**src/rtl/fifo_wr_arbiter.sv**
```systemverilog
// fifo_wr_arbiter
//   Round-robin write arbiter for a shared FIFO write port. One producer at a
//   time holds a grant for up to MAX_BURST words. Its data is muxed onto the
//   FIFO write port. An exact occupancy count gates writes, because the
//   FIFO's own registered flags lag by one cycle.
//
// Ports
//   clk, rst      clock, synchronous active-high reset
//   req_valid     per-producer word valid
//   req_data      producer i data at [i*DW +: DW]
//   req_ready     per-producer accept (combinational)
//   fifo_wr_en    FIFO write strobe (combinational)
//   fifo_data_in  FIFO write data (combinational mux of granted producer)
//   fifo_rd_en    consumer read strobe (observed only)
//   occupancy     registered word count, 0..DEPTH
//   grant_id      registered current/last owner
//   busy          high while a grant is held
//   almost_full   registered, occupancy >= AF_LEVEL
module fifo_wr_arbiter #(
  parameter int NREQ      = 4,
  parameter int DW        = 32,
  parameter int DEPTH     = 32,
  parameter int MAX_BURST = 8,
  parameter int AF_LEVEL  = 28
) (
  input  logic                      clk,
  input  logic                      rst,
  input  logic [NREQ-1:0]           req_valid,
  input  logic [NREQ*DW-1:0]        req_data,
  output logic [NREQ-1:0]           req_ready,
  output logic                      fifo_wr_en,
  output logic [DW-1:0]             fifo_data_in,
  input  logic                      fifo_rd_en,
  output logic [$clog2(DEPTH):0]    occupancy,
  output logic [$clog2(NREQ)-1:0]   grant_id,
  output logic                      busy,
  output logic                      almost_full
);

  localparam int OW = $clog2(DEPTH) + 1;
  localparam int GW = $clog2(NREQ);
  localparam int BW = $clog2(MAX_BURST) + 1;

  typedef enum logic {IDLE, BURST} state_t;

  state_t        state, state_nxt;
  logic [GW-1:0] last_grant, last_grant_nxt;
  logic [GW-1:0] grant_nxt, pick, rr_idx;
  logic          pick_vld;
  logic [BW-1:0] burst_cnt, burst_cnt_nxt;
  logic [OW-1:0] occ_nxt;
  logic          space, xfer, rd;

  // A read in the same cycle does not free space for a write.
  assign space = (occupancy < OW'(DEPTH));
  // Reads of an empty FIFO are ignored.
  assign rd    = fifo_rd_en & (occupancy != '0);
  assign busy  = (state == BURST);
  assign fifo_data_in = req_data[grant_id*DW +: DW];
  assign occ_nxt = occupancy + OW'(xfer) - OW'(rd);

  // First valid requester after last_grant, wrapping; last_grant itself is
  // visited last so the previous owner has lowest priority.
  always_comb begin
    pick     = '0;
    pick_vld = 1'b0;
    rr_idx   = '0;
    for (int unsigned k = 1; k <= NREQ; k++) begin
      rr_idx = GW'((32'(last_grant) + k) % NREQ);
      if (!pick_vld && req_valid[rr_idx]) begin
        pick     = rr_idx;
        pick_vld = 1'b1;
      end
    end
  end

  always_comb begin
    state_nxt      = state;
    grant_nxt      = grant_id;
    last_grant_nxt = last_grant;
    burst_cnt_nxt  = burst_cnt;
    req_ready      = '0;
    xfer           = 1'b0;
    fifo_wr_en     = 1'b0;
    case (state)
      IDLE: begin
        if (pick_vld) begin
          grant_nxt     = pick;
          burst_cnt_nxt = '0;
          state_nxt     = BURST;
        end
      end
      BURST: begin
        req_ready[grant_id] = space;
        xfer       = req_valid[grant_id] & space;
        fifo_wr_en = xfer;
        if (xfer)
          burst_cnt_nxt = burst_cnt + 1'b1;
        // Full FIFO with valid high holds the grant without counting.
        if (!req_valid[grant_id] ||
            (xfer && burst_cnt == BW'(MAX_BURST - 1))) begin
          state_nxt      = IDLE;
          last_grant_nxt = grant_id;
        end
      end
      default: state_nxt = IDLE;
    endcase
  end

  always_ff @(posedge clk) begin
    if (rst) begin
      state       <= IDLE;
      grant_id    <= '0;
      last_grant  <= GW'(NREQ - 1);
      burst_cnt   <= '0;
      occupancy   <= '0;
      almost_full <= 1'b0;
    end else begin
      state       <= state_nxt;
      grant_id    <= grant_nxt;
      last_grant  <= last_grant_nxt;
      burst_cnt   <= burst_cnt_nxt;
      occupancy   <= occ_nxt;
      almost_full <= (occ_nxt >= OW'(AF_LEVEL));
    end
  end

endmodule

```
**config.mk**
```make
export PLATFORM = sky130hd
export DESIGN_NAME = fifo_wr_arbiter
export DESIGN_NICKNAME = d
export VERILOG_FILES = /design/src/rtl/fifo_wr_arbiter.sv
export SDC_FILE = /design/constraint.sdc
export NUM_CORES = 1
export LEC_CHECK = 0
export ABC_AREA = 1
export CAP_MARGIN = 5
export CORE_MARGIN = 2
export CORE_UTILIZATION = 32
export DETAILED_ROUTE_END_ITERATION = 8
export GPL_TIMING_DRIVEN = 0
export PLACE_DENSITY_LB_ADDON = 0.05
export SLEW_MARGIN = 40
export SYNTH_ARGS = -nofsm -noshare
export SYNTH_HDL_FRONTEND = slang
export SYNTH_SLANG_ARGS = --single-unit
```
**constraint.sdc**
```tcl
create_clock -name clk -period 3.13 [get_ports clk]
set_clock_uncertainty 0.1 [all_clocks]
set_input_delay 0.626 -clock clk [delete_from_list [all_inputs] [get_ports clk]]
set_output_delay 0.626 -clock clk [all_outputs]
set_load 0.005 [all_outputs]
```
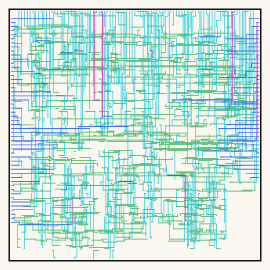
Fig. 1. Routed metal, one colour a layer.
Drawn at 3 px/um.
[cyan] metal 2 | wire length: 4940 um
[green] metal 1 | wire length: 3660 um
[blue] metal 3 | wire length: 691 um
[magenta] metal 4 | wire length: 156 um

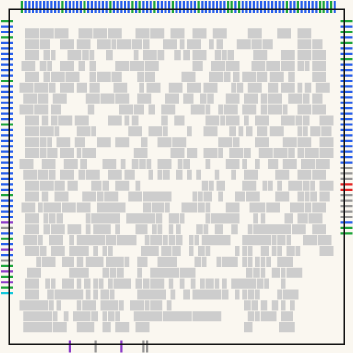
Fig. 2. Pin placement.
Drawn at 4 px/um. Pins as bars across the die edge, other pins in grey.
[green] `fifo_data_in` | pins: 32 | direction: output | edge: 17 north, 9 west, 6 east
[red] `grant_id` | pins: 2 | direction: output | edge: east
[blue] `req_data` | pins: 128 | direction: input | edge: 69 north, 35 west, 24 east
[purple] `occupancy` | pins: 6 | direction: output | edge: 4 west, 2 south
[cyan] `clk` | pins: 1 | direction: input | edge: west
all pins by edge: 86 north, 51 west, 40 east, 5 south

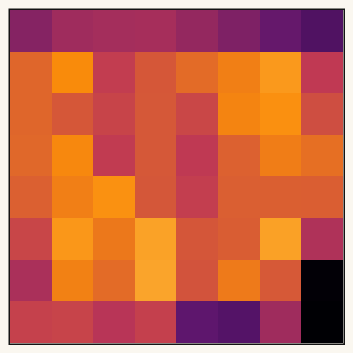
Fig. 3. Local utilization.
Drawn at 4 px/um. The die is cut into 8 by 8 equal tiles; black is low, pale yellow is high, 0 to 100% covered.
emptiest ninth of the die: south-east
tiles over 75% full: 11%
fullest tile: 80%
nearly empty tiles: 3.1%

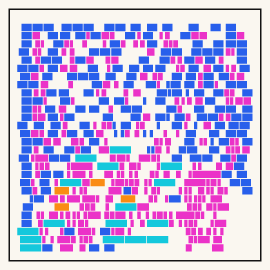
Fig. 4. Cell classes on the final placement.
Drawn at 3 px/um.
[cyan] flops | cells: 16
[orange] clock drivers and dummy loads | cells: 4
[blue] other buffers and delay cells | cells: 200
[magenta] combinational and other logic | cells: 289

==> layer usage <==
layer	wire, um	global-route usage	up-vias
met1	3660	0.286	1329
met5	0	0	-
met2	4940	0.496	129
met4	155	0.0462	0
met3	690	0.0666	12
li1	-	-	1479
==> layout make-up <==
type | count | area [sq um]
Fill cell | 576 | 2010
Timing Repair Buffer | 181 | 1810
Multi-Input combinational cell | 255 | 1490
Sequential cell | 16 | 320
Inverter | 34 | 130
Tap cell | 75 | 93.8
Buffer | 19 | 90.1
Clock buffer | 4 | 55.1
==> state kept, by name, indices dropped and copies added, names as in the netlist <==
signal       cells
almost_full      1
last_grant       2
grant_id         2
burst_cnt        4
busy             1
occupancy        6
==> flow_results.xml <==
<?xml version="1.0" encoding="UTF-8"?>
<metrics>
  <group name="outcome">
    <metric name="result_of_the_run" unit="">finished, final reports clean</metric>
  </group>
  <group name="pwr">
    <metric name="power.net_switching" unit="mW">1.26</metric>
    <metric name="p_seq" unit="mW">0.335</metric>
    <metric name="power-top-group" unit="">combinational logic</metric>
    <metric name="totalPowerFinal" unit="mW">2.71</metric>
    <metric name="clock_net_power" unit="mW">0.185</metric>
    <metric name="power_report.internal_total" unit="mW">1.45</metric>
    <metric name="leakage" unit="nW">1.67</metric>
  </group>
  <group name="final_timing">
    <metric name="setup_repair_after_global_routing_missed_its_margin" unit="">no</metric>
    <metric name="finalHoldViolations" unit="">0</metric>
    <metric name="final-max-slew-violation-count" unit="">0</metric>
    <metric name="max_freq" unit="GHz">0.334</metric>
    <metric name="final_period_minus_worst_setup_slack" unit="ns">2.99</metric>
    <metric name="worst_relative_slew_slack" unit="">0.608</metric>
    <metric name="setup_viol" unit="">0</metric>
    <metric name="postLayoutSetupSlackWorst" unit="ns">0.139</metric>
    <metric name="tightest_slew" unit="ns">0.588</metric>
  </group>
  <group name="run">
    <metric name="stage_log_warning_count" unit="">27</metric>
  </group>
  <group name="layout">
    <metric name="drive_gt1_frac" unit="">0.0845</metric>
    <metric name="final_cells" unit="">584</metric>
    <metric name="number_of_antenna_cells_inserted" unit="">0</metric>
    <metric name="synthToLayoutAreaGrowth" unit="%">97.7</metric>
  </group>
  <group name="synthesis">
    <metric name="ys_warn_count" unit="">0</metric>
    <metric name="flop_cell" unit="">dfxtp_1</metric>
    <metric name="synth_flop_count" unit="">16</metric>
    <metric name="floorplan.nets" unit="">469</metric>
    <metric name="yosysCellCount" unit="">324</metric>
    <metric name="count_of_flip_flops_with_a_built_in_enable_after_synthesis" unit="">0</metric>
    <metric name="synth.cells.most_frequent" unit="">83 x nand3_1, 73 x nand2_1, 32 x a22oi_1</metric>
    <metric name="post_synth_fa_ha_maj_area_fraction" unit="">0.0658</metric>
    <metric name="synthDistinctLibCells" unit="">37</metric>
    <metric name="post-synth-top-area-fraction" unit="">0.206</metric>
  </group>
  <group name="placement">
    <metric name="numPortBuffers" unit="">180</metric>
    <metric name="detailedPlacementHpwl" unit="um">7870</metric>
    <metric name="gpl.final_weighted_congestion" unit="">0.852</metric>
  </group>
  <group name="setup_path">
    <metric name="worst_path_dominant_cell_family" unit="">buffers and inverters</metric>
    <metric name="worst_reg_to_reg_path_cell_count" unit="">14</metric>
    <metric name="r2r_slack" unit="ns">0.33</metric>
  </group>
  <group name="clocking">
    <metric name="clock_tree.buffer_depth" unit="">2</metric>
    <metric name="cts_hold_repair.buffers" unit="">0</metric>
    <metric name="cts.htree.levels" unit="">1</metric>
  </group>
  <group name="global_route">
    <metric name="number_of_global_route_vias_before_repair" unit="">2929</metric>
    <metric name="wire_length_of_the_first_global_routing_pass" unit="um">14700</metric>
    <metric name="gr-total-overflow" unit="">0</metric>
    <metric name="gr-usage-all-layers" unit="">0.258</metric>
  </group>
  <group name="min_path">
    <metric name="hp-class" unit="">register to register</metric>
  </group>
  <group name="floorplanning">
    <metric name="floorplan.core_util" unit="">0.336</metric>
    <metric name="floorplan.rows" unit="">28</metric>
  </group>
  <group name="routing">
    <metric name="detailedRoute.firstIterationViolations" unit="">87</metric>
    <metric name="via_per_inst" unit="">5.05</metric>
    <metric name="detail_route.wl_per_cell" unit="um">16.2</metric>
  </group>
</metrics>
Power and IR drop assume default switching activity.
